===== src/rtl/montgomery_precompute.sv =====
// Bit-serial Montgomery constant generator: finds R = 2^k > N, then R mod N,
// R^2 mod N (modular doubling) and n_prime = -N^-1 mod R (Hensel lifting), one bit per cycle.
module montgomery_precompute #(
    parameter  int DATA_WIDTH = 32,
    localparam int W          = DATA_WIDTH,
    localparam int KW         = $clog2(DATA_WIDTH + 1)
) (
    input  logic          clk,
    input  logic          rst,
    input  logic          start,
    input  logic [W-1:0]  modulant,
    output logic          busy,
    output logic          done,
    output logic          err,
    output logic [W:0]    r_val,
    output logic [W-1:0]  r_div_2,
    output logic [KW-1:0] k_bits,
    output logic [W-1:0]  r_mod,
    output logic [W-1:0]  r2_mod,
    output logic [W-1:0]  n_prime
);

    typedef enum logic [1:0] {S_IDLE, S_FIND_R, S_REDUCE} state_t;

    state_t        state_q, state_d;
    logic [W-1:0]  n_q, n_d;
    logic [W:0]    rw_q, rw_d, x_q, x_d, t_q, t_d;
    logic [KW-1:0] kw_q, kw_d, i_q, i_d, cnt_q, cnt_d, k_q, k_d;
    logic          fin_q, fin_d, ferr_q, ferr_d;
    logic          busy_q, busy_d, done_q, done_d, err_q, err_d;
    logic [W:0]    r_val_q, r_val_d;
    logic [W-1:0]  rmod_q, rmod_d, r2_q, r2_d, np_q, np_d;

    logic [W:0]    n_ext_s, x2_s, x_red_s, t_sum_s, diff_s, diff2_s;

    assign n_ext_s = {1'b0, n_q};
    assign x2_s    = {x_q[W-1:0], 1'b0};
    assign x_red_s = (x2_s >= n_ext_s) ? (x2_s - n_ext_s) : x2_s;
    assign t_sum_s = t_q + n_ext_s;
    assign diff_s  = rw_q - n_ext_s;
    assign diff2_s = (diff_s >= n_ext_s) ? (diff_s - n_ext_s) : diff_s;

    // Completion is flagged internally first; done/err/busy follow one edge later.
    always_comb begin
        state_d = state_q;
        n_d     = n_q;
        rw_d    = rw_q;
        kw_d    = kw_q;
        x_d     = x_q;
        t_d     = t_q;
        i_d     = i_q;
        cnt_d   = cnt_q;
        fin_d   = fin_q;
        ferr_d  = ferr_q;
        busy_d  = busy_q;
        done_d  = done_q;
        err_d   = err_q;
        r_val_d = r_val_q;
        k_d     = k_q;
        rmod_d  = rmod_q;
        r2_d    = r2_q;
        np_d    = np_q;
        if (start) begin
            n_d     = modulant;
            rw_d    = {{W{1'b0}}, 1'b1};
            kw_d    = '0;
            busy_d  = 1'b1;
            done_d  = 1'b0;
            err_d   = 1'b0;
            r_val_d = '0;
            k_d     = '0;
            rmod_d  = '0;
            r2_d    = '0;
            np_d    = '0;
            if (modulant[0]) begin
                state_d = S_FIND_R;
                fin_d   = 1'b0;
                ferr_d  = 1'b0;
            end else begin
                state_d = S_IDLE;
                fin_d   = 1'b1;
                ferr_d  = 1'b1;
            end
        end else begin
            if (fin_q) begin
                fin_d  = 1'b0;
                done_d = 1'b1;
                err_d  = ferr_q;
                busy_d = 1'b0;
            end else begin
                fin_d  = 1'b0;
            end
            case (state_q)
                S_FIND_R: begin
                    if (rw_q <= n_ext_s) begin
                        rw_d = rw_q << 1;
                        kw_d = kw_q + KW'(1);
                    end else begin
                        r_val_d = rw_q;
                        k_d     = kw_q;
                        rmod_d  = diff2_s[W-1:0];
                        x_d     = diff2_s;
                        t_d     = {{W{1'b0}}, 1'b1};
                        i_d     = '0;
                        cnt_d   = kw_q;
                        state_d = S_REDUCE;
                    end
                end
                S_REDUCE: begin
                    x_d = x_red_s;
                    // Odd remainder means this bit of n_prime is set; add N to clear bit 0.
                    if (t_q[0]) begin
                        np_d = np_q | ({{(W-1){1'b0}}, 1'b1} << i_q);
                        t_d  = t_sum_s >> 1;
                    end else begin
                        t_d  = t_q >> 1;
                    end
                    i_d   = i_q + KW'(1);
                    cnt_d = cnt_q - KW'(1);
                    if (cnt_q == KW'(1)) begin
                        r2_d    = x_red_s[W-1:0];
                        state_d = S_IDLE;
                        fin_d   = 1'b1;
                        ferr_d  = 1'b0;
                    end else begin
                        state_d = S_REDUCE;
                    end
                end
                default: begin
                    state_d = S_IDLE;
                end
            endcase
        end
    end

    // State and output registers with synchronous reset.
    always_ff @(posedge clk) begin
        if (rst) begin
            state_q <= S_IDLE;
            n_q     <= '0;
            rw_q    <= '0;
            kw_q    <= '0;
            x_q     <= '0;
            t_q     <= '0;
            i_q     <= '0;
            cnt_q   <= '0;
            fin_q   <= 1'b0;
            ferr_q  <= 1'b0;
            busy_q  <= 1'b0;
            done_q  <= 1'b0;
            err_q   <= 1'b0;
            r_val_q <= '0;
            k_q     <= '0;
            rmod_q  <= '0;
            r2_q    <= '0;
            np_q    <= '0;
        end else begin
            state_q <= state_d;
            n_q     <= n_d;
            rw_q    <= rw_d;
            kw_q    <= kw_d;
            x_q     <= x_d;
            t_q     <= t_d;
            i_q     <= i_d;
            cnt_q   <= cnt_d;
            fin_q   <= fin_d;
            ferr_q  <= ferr_d;
            busy_q  <= busy_d;
            done_q  <= done_d;
            err_q   <= err_d;
            r_val_q <= r_val_d;
            k_q     <= k_d;
            rmod_q  <= rmod_d;
            r2_q    <= r2_d;
            np_q    <= np_d;
        end
    end

    assign busy    = busy_q;
    assign done    = done_q;
    assign err     = err_q;
    assign r_val   = r_val_q;
    assign r_div_2 = r_val_q[W:1];
    assign k_bits  = k_q;
    assign r_mod   = rmod_q;
    assign r2_mod  = r2_q;
    assign n_prime = np_q;

endmodule


===== config.mk =====
export PLATFORM = sky130hd
export DESIGN_NAME = montgomery_precompute
export DESIGN_NICKNAME = d
export VERILOG_FILES = /design/src/rtl/montgomery_precompute.sv
export SDC_FILE = /design/constraint.sdc
export NUM_CORES = 1
export LEC_CHECK = 0
export ABC_AREA = 1
export CAP_MARGIN = 10
export CORE_MARGIN = 5
export CORE_UTILIZATION = 30
export CTS_BUF_LIST = sky130_fd_sc_hd__clkbuf_16
export CTS_CLUSTER_DIAMETER = 60
export CTS_CLUSTER_SIZE = 14
export DETAILED_ROUTE_END_ITERATION = 8
export GPL_ROUTABILITY_DRIVEN = 0
export GPL_TIMING_DRIVEN = 0
export PLACE_DENSITY = 0.51
export SLEW_MARGIN = 10
export SYNTH_ARGS = -nofsm -noshare
export SYNTH_HDL_FRONTEND = slang
export SYNTH_SLANG_ARGS = --single-unit

===== constraint.sdc =====
create_clock -name clk -period 3.6 [get_ports clk]
set_input_delay 0.72 -clock clk [delete_from_list [all_inputs] [get_ports clk]]
set_output_delay 0.72 -clock clk [all_outputs]
set_load 0.05 [all_outputs]

### Cells coloured by class, run 1

Fill, decap, tap and diode cells in grey.
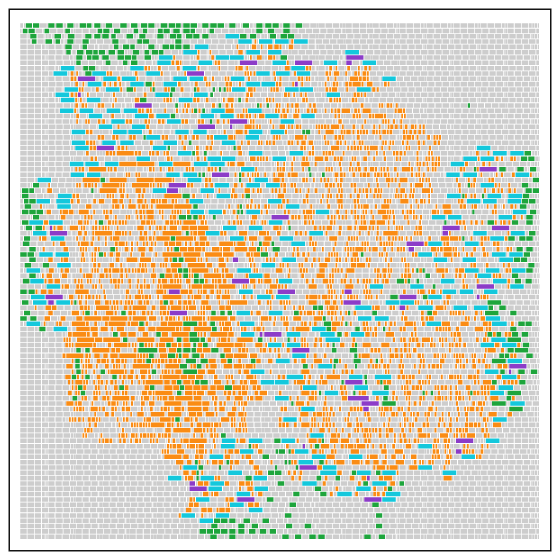
legend:
  purple:
    class: clock drivers and dummy loads
    cells: 56
  green:
    class: other buffers and delay cells
    cells: 460
  orange:
    class: combinational and other logic
    cells: 2,964
  cyan:
    class: flops
    cells: 289

### Routed clock nets over the placement, run 1

Bar = 100 um.
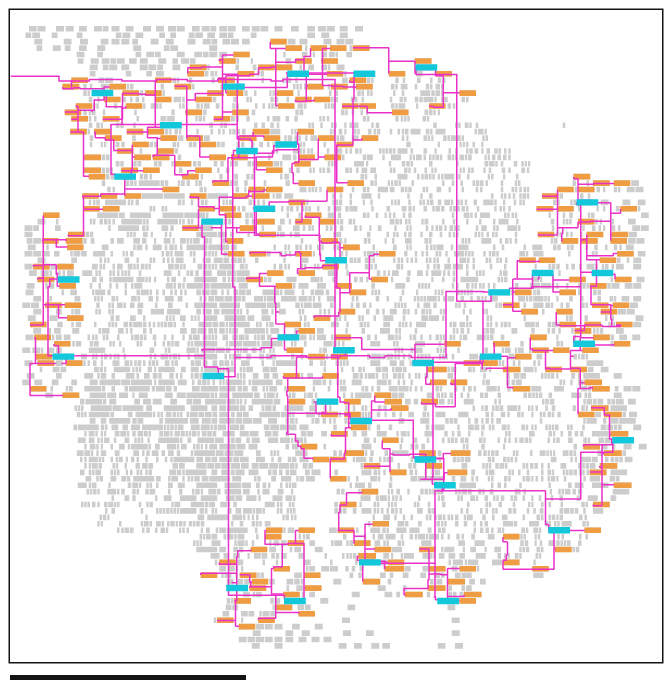
legend:
  cyan:
    item: clock drivers
    count: 34
  magenta:
    item: clock wires
    length: 4,770 um
  orange:
    item: flip-flops
    count: 289
flops lie: all over the die

### Wiring by layer, run 1

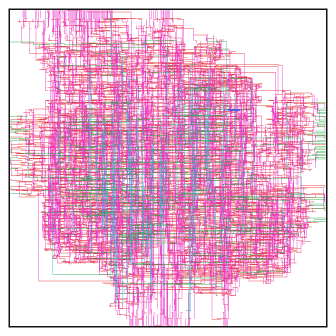
legend:
  blue:
    layer: metal 5
    wire_length: 9.20 um
  red:
    layer: metal 1
    wire_length: 41.8 mm
  cyan:
    layer: metal 4
    wire_length: 5,770 um
  green:
    layer: metal 3
    wire_length: 7,430 um
  magenta:
    layer: metal 2
    wire_length: 44.8 mm

### Cell placement, run 1

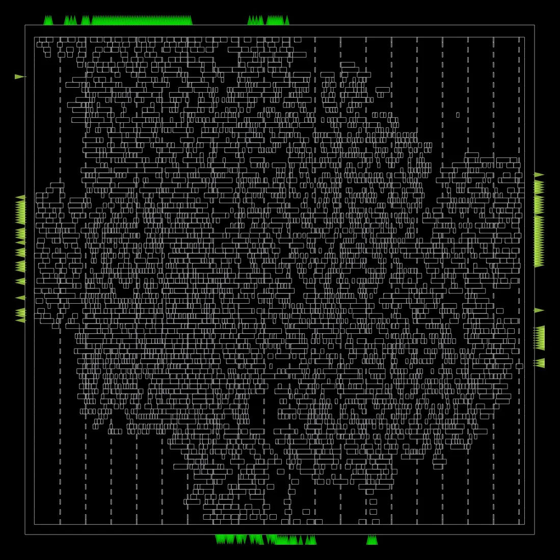
Tapcell Cnt: 940
sequential cells: 289
Cell Rows: 97

[run 1: critical path: stages, from the launching register on]
cell	delay [ns]
dfxtp_2	0.35
clkinvlp_4	0.23
ha_4	0.37
buf_6	0.11
nand2_8	0.06
nor2_4	0.08
inv_2	0.06
nor3_4	0.21
nand3_1	0.12
nand3b_1	0.16
xor2_2	0.27
ha_4	0.26
a21o_1	0.19
nor2_1	0.09
nand2_1	0.10
a21oi_2	0.20
nand2_4	0.10
buf_4	0.15
buf_4	0.12
xor2_1	0.27
nand2_4	0.09
nand2_4	0.13
nand2_1	0.09
a21oi_1	0.14
[run 1: area by class of cell]
class                   instances  area (um2)  area share, %
multi-input cells            2493       14980          52.05
flip-flops and latches        289        5831          20.26
repair buffers                310        3014          10.47
inverters                     471        1854          6.443
well taps                     940        1176          4.086
plain buffers                 150       882.1          3.065
clock buffers                  34       850.8          2.956
clock inverters                22       192.7         0.6695
[run 1: routing by layer]
| layer | vias to the layer above | share of wire (%) |
|---|---|---|
| met5 | - | 0.0090 |
| met4 | 2 | 5.8 |
| met3 | 232 | 7.4 |
| met2 | 821 | 45 |
| met1 | 10860 | 42 |
| li1 | 11580 | - |
[run 1: through the flow]
stage / setup TNS, ns / hold slack (ns) / area, um2 / power [mW] / setup slack [ns]
finish: -21.04 / 0.4460 / 28780 / 12.66 / -0.4365
global route: -30.16 / 0.4669 / 28780 / 13.19 / -0.5551
CTS: -13.75 / 0.4509 / 27890 / 12.12 / -0.2826
detailed placement: -89.61 / 0.4406 / 24410 / 7.575 / -1.514
global placement: -87.63 / 0.4357 / 24410 / 7.603 / -1.523
floorplan: 0 / 0.4295 / 21210 / 6.078 / 0.03748
[run 1: logic make-up (layout without fill, tap and decap cells)]
kind of cell | Yosys count | after routing | share of synthesized area (%)
and+or+nand+nor | 1638 | 1638 | 31.88
DFF | 289 | 289 | 27.28
xor gates and xnor gates | 70 | 70 | 2.891
adders and majority gates | 142 | 142 | 8.520
buffers and inverters | 621 | 987 | 12.34
AOI/OAI and AO/OA | 643 | 643 | 17.09
[run 1: worst min-delay path by stage]
stage	end	slack, ns	depth (start not counted)
floorplan	err$_SDFFE_PP0P_	0.43	2
global placement	n_prime[6]$_SDFFE_PP0P_	0.44	2
detailed placement	n_prime[13]$_SDFFE_PP0P_	0.44	2
CTS	n_prime[13]$_SDFFE_PP0P_	0.45	2
global route	n_prime[13]$_SDFFE_PP0P_	0.47	2
finish	n_prime[13]$_SDFFE_PP0P_	0.45	2
[run 1: sequential cells by signal, indices dropped and copies added (netlist names)]
name / flops
busy: 1
cnt_q: 6
done: 1
err: 1
ferr_q: 1
fin_q: 1
i_q: 6
k_bits: 6
kw_q: 6
n_prime: 32
n_q: 32
r2_mod: 32
r_mod: 32
r_val: 33
rw_q: 33
state_q: 2
t_q: 32
x_q: 32
[run 1: power by group]
group,switching (mW),internal (mW),total (mW)
Sequential,0.110,3.29,3.40
Clock,1.58,1.83,3.41
Combinational,3.84,2.01,5.85
==> job_summary.md, run 1 <==
### Flow metrics

| Metric | Value |
|---|---|
| CP endpoint | x_q[31]$_SDFFE_PP0P_ |
| Reg clk slew, reported paths | 0.07 ns |
| Cell type with the largest total area | dfxtp_1 |
| M3 GR Usage | 4.086% |
| Setup bufs post-CTS | 74 |
| Most frequent cell after synthesis | nand2_1 |
| Setup ws final | -0.4365 ns |
| PortBufs | 203 |
| Synth-to-layout area growth | 35.72% |
| Chip Area, Yosys | 21,210 um2 |
| Max_slew headroom | 14.51% |
| DRT Wirelength | 99,800 um |
| Fill cell count | 7,479 |
| Minimum clock period | 4.036 ns |
| Routed vias/inst | 4.988 |
| WL/cell | 21.19 um |
| Crit-path max FO | 4 |
| Main area contributors | dfxtp_1 (27%), nand2_1 (16%), inv_1 (8.2%), ha_1 (8.1%), nor2_1 (7.1%) |
| Unrepaired setup endpoints after global routing | true |
| Cell Type Count | 51 |
| H-Tree Depth | 2 |
| Cells after DPL | 4,546 |
| Clock root buffer | clkbuf_16 |
| CTS tree | done |
| Max-area cell share | 27.28% |
| Power per Cell Area | 439.8 nW/um2 |
| Failing checks | negative setup slack |
| Max Slew Vio Count | 0 |
| Antenna Violating Nets Remaining | 0 |
| Hold-fix buffers at CTS | 0 |
| Req. time, crit path | 4.09 ns |
| Post-layout nets | 3,926 |
| Top cells by count, synth | nand2_1 (912), inv_1 (464), nor2_1 (399) |
| FFs w/ async S/R, synth | 0% |
| Syn Inst Count | 3,403 |
| Final period util | 112.1% |
| Share of layout cells above drive strength 1 | 17.83% |
| Largest net degree at the start of global routing | 15 |
| GRT met2 Usage | 41.41% |
| First-pass GRT wire length | 142,900 um |
| Syn nets | 3,580 |
| Detailed Place HPWL | 75,660 um |
| CP Launch Type | register |
| GR Util met1 | 32.50% |
| Yosys stat cell total | 3,403 |
| DRT iter0 DRCs | 2,041 |
| Flop2flop setup slack | -0.44 ns |
| Clk_skew | 0.02260 ns |
| Outcome | finished, violations left |
| Post-Synthesis Cell Area | 21,210 um2 |
| Die Y | 275.9 um |
| Die width | 275.9 um |
| Yosys warns | 0 |
| Register bit total from synthesis | 289 |
| Final hold vios | 0 |
| CP arrival | 4.52 ns |
| Clk buf depth | 3 |
| Setup-failing EPs final | 64 |
| Hold Path Class | reg2reg |
| 1st-pass router iterations | 6 |
| Finished Core Util | 41.10% |
| Max Cap Viol | 0 |
| Number of synthesized flops with an enable pin | 0 |
| ANT cells | 0 |
| Vias in the first global route | 21.97k |
| Most numerous logic cells after layout | nand2_1 (779), inv_1 (436), nor2_1 (376) |
| CP endpoint kind | register |
| Cells on worst reg2reg path | 23 |
| Die area | 76,110 um2 |
| Commonest flop | dfxtp_1 |
| Maximum clock frequency | 247.7 MHz |
| Slew @ Worst Pin | 1.278 ns |
| FP Util | 30.28% |
| GR Util All Layers | 25.13% |
| R2r startpoint | n_q[13]$_SDFFE_PP0P_ |
| Vias | 23.49k |
| Sequential share of the synthesized area | 27.28% |
| OpenROAD warning count | 36 |
| Peak supply drop | 326.3 uV |
| Critical path type | reg2reg |
| Clk_lat worst skew | 0.58 ns |
| Clock sinks | 289 |
| Most Crowded Layer GR | met2 |
| Non-filler cells, final | 4,709 |
| Leakage | 12.95 nW |
| DRC | 0 |
| FF-to-FF End | x_q[31]$_SDFFE_PP0P_ |
| # IOs | 205 |
### Ports around the boundary, run 1

Pins as bars across the die edge, other pins in grey.
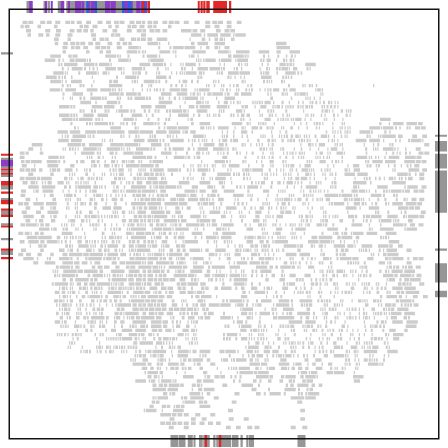

--- run 2 (diff from run 1) ---
Settings changed: CTS_BUF_LIST sky130_fd_sc_hd__clkbuf_16 to not set.
### Ports around the boundary, run 2

Pins as bars across the die edge, other pins in grey.
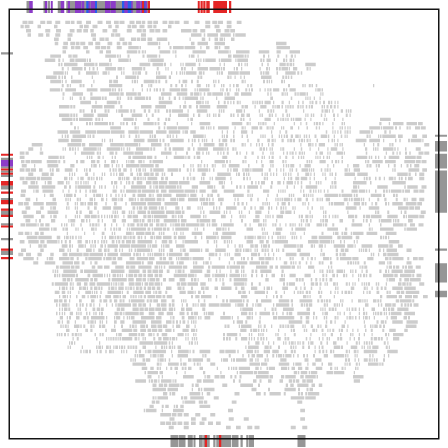
legend:
  blue:
    port: k_bits
    pins: 6
    direction: output
    edge: top
  purple:
    port: r_val
    pins: 33
    direction: output
    edge: 30 top, 3 left
  red:
    port: r2_mod
    pins: 32
    direction: output
    edge: 17 top, 13 left, 2 bottom
all pins by edge: 85 top, 46 right, 44 bottom, 30 left

### Wiring by layer, run 2

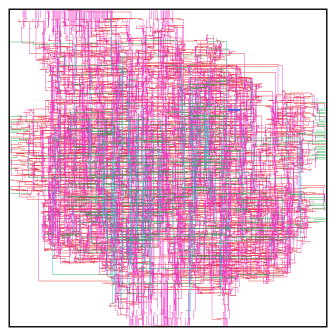
legend:
  green:
    layer: metal 3
    wire_length: 7,410 um
  cyan:
    layer: metal 4
    wire_length: 5,740 um
  red:
    layer: metal 1
    wire_length: 41.9 mm
  blue:
    layer: metal 5
    wire_length: 9.20 um
  magenta:
    layer: metal 2
    wire_length: 44.8 mm

### Cell placement, run 2

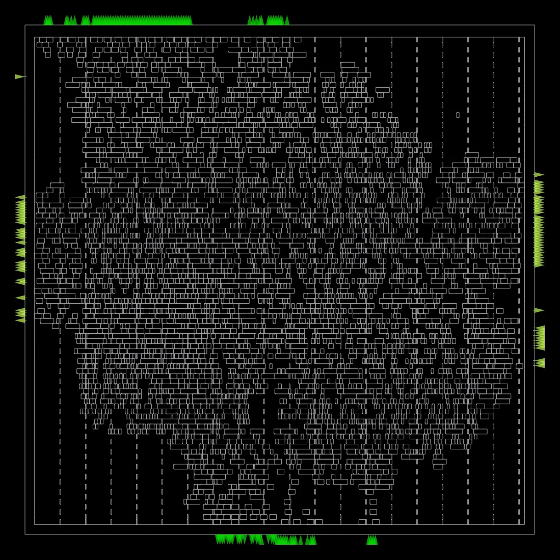
non-filler cells, final: 4,717
fill cell count: 7,492
Finished Core Util: 41.13%
sequential share of cell area: 20.26%

==> job_summary.md, run 2 <==
### Flow metrics

| Metric | Value |
|---|---|
| WHS | 0.4461 ns (+0.00006500 ns) |
| WP buf/inv | 5 (unchanged) |
| First-pass GRT wire length | 143,000 um (about the same) |
| Maximum clock frequency | 247.3 MHz (-0.17%) |
| Register bit total from synthesis | 289 (unchanged) |
| H-Tree Depth | 2 (unchanged) |
| DRC | 0 (unchanged) |
| Yosys stat cell total | 3,403 (unchanged) |
| Crit-path max FO | 8 (+4) |
| ANT cells | 0 (unchanged) |
| Routed vias/inst | 4.985 (about the same) |
| DRT Wirelength | 99,850 um (about the same) |
| Clk buf depth | 3 (unchanged) |
| FFs w/ async S/R, synth | 0% (unchanged) |
| Final period util | 112.3% (+0.19 points) |
| Setup ws final | -0.4434 ns (-0.006915 ns) |
| Setup-failing EPs final | 64 (unchanged) |
| FP Util | 30.28% (unchanged) |
| FF-to-FF End | x_q[29]$_SDFFE_PP0P_ |
| Peak supply drop | 328.3 uV (+0.59%) |
| Share of layout cells above drive strength 1 | 17.79% (-0.038 points) |
| Antenna Violating Nets Remaining | 0 (unchanged) |
| Largest stage delay on the critical path | 0.38 ns (about the same) |
| PortBufs | 203 (unchanged) |
| TNS Setup | -23.10 ns (-2.062 ns) |
| OpenROAD warning count | 36 (unchanged) |
| Leakage | 12.94 nW (about the same) |
| Cell family with most CP delay | simple AND/OR/NAND/NOR gates |
| Die width | 275.9 um (unchanged) |
| Failing checks | negative setup slack |
| Hold Path End | n_prime[13]$_SDFFE_PP0P_ |
| Outcome | finished, violations left |
| Max_slew headroom | 12.71% (-1.8 points) |
| Clock sinks | 289 (unchanged) |
| Cell type with the largest total area | dfxtp_1 |
| Post-layout nets | 3,934 (+0.20%) |
| Yosys warns | 0 (unchanged) |
| Hold Crit Depth | 2 (unchanged) |
| Chip Area, Yosys | 21,210 um2 (unchanged) |
| CP Launch Type | register |
| Die Y | 275.9 um (unchanged) |
| Reg clk slew, reported paths | 0.07 ns (about the same) |
| Cell Type Count | 51 (unchanged) |
| GR Util All Layers | 25.14% (about the same) |
| 1st-pass router iterations | 5 (-1) |
| Unrepaired setup endpoints after global routing | true |
| Syn Inst Count | 3,403 (unchanged) |
| Most used cell, CP | nand2_4 |
[run 2: cell counts after synthesis]
No cell type changed its count.
[run 2: cells by family after synthesis]
| logic type | share of synthesized area [%] |
|---|---|
| buffers and inverters | 12.34 |
| XOR/XNOR | 2.891 |
| adder cells (fa/ha/maj) | 8.520 |
| flip-flops | 27.28 |
| AND/OR/NAND/NOR | 31.88 |
| AND-OR/OR-AND | 17.09 |
[run 2: tightest hold or removal path, delay by kind of cell, from the launching register on]
family | cells | cell delay [ns]
flip-flops | 1 | 0.31
buffers and inverters | 1 | 0.04
AND-OR/OR-AND | 1 | 0.05
[run 2: metal layers]
| metal | routed length (um) | vias up | track usage [%] |
|---|---|---|---|
| li1 | - | 11580 | - |
| met1 | 41870 | 10880 | 32.22 |
| met4 | 5741 | 2 | 11.41 |
| met3 | 7412 | 237 | 4.564 |
| met2 | 44820 | 819 | 41.22 |
| met5 | 9 | - | 0 |
[run 2: worst max path at each step]
stage                          from                   end  slack, ns  depth (start not counted)
2_1_floorplan   n_q[0]$_SDFFE_PP0P_  x_q[29]$_SDFFE_PP0P_       0.04                         31
4_1_cts        n_q[13]$_SDFFE_PP0P_  x_q[29]$_SDFFE_PP0P_      -0.28                         31
5_1_grt        n_q[12]$_SDFFE_PP0P_  x_q[29]$_SDFFE_PP0P_      -0.54                         29
6_report       n_q[13]$_SDFFE_PP0P_  x_q[29]$_SDFFE_PP0P_      -0.44                         25
3_3_place_gp    n_q[0]$_SDFFE_PP0P_  x_q[21]$_SDFFE_PP0P_      -1.52                         26
3_5_place_dp    n_q[0]$_SDFFE_PP0P_  x_q[21]$_SDFFE_PP0P_      -1.51                         26
[run 2: cell type report]
class,instances,area [um2],share of cell area [%]
multi-input combinational,2493,14960,51.93
sequential,289,5834,20.26
timing repair buffer,318,3039,10.55
inverter,471,1858,6.451
tap,940,1176,4.083
clock buffer,38,885.9,3.075
buffer,150,875.8,3.041
clock inverter,18,177.7,0.6168
[run 2: stage by stage]
stage / instances / setup slack [ns]
floorplan: 3403 / 0.03748
global placement: 4546 / -1.523
detailed placement: 4546 / -1.514
CTS: 4681 / -0.2826
global route: 4717 / -0.5438
finish: 4717 / -0.4434
[run 2: report_power, final]
part / leakage, nW / internal (mW) / total [mW] / switching [mW]
Combinational: 10.1 / 2.00 / 5.76 / 3.76
Sequential: 2.35 / 3.29 / 3.40 / 0.109
Clock: 0.529 / 1.88 / 3.46 / 1.58
[run 2: what timing repair did]
| action | CTS | global route |
|---|---|---|
| pin swaps | 85 | 51 |
| resized | 401 | 146 |
| cloned | 5 | 1 |
| setup buffers | 74 | 35 |
| endpoints found under the hold margin | 0 | 0 |
| setup endpoints to repair | 64 | 69 |
No activity file was given, so power comes from the tool's default toggle rates.
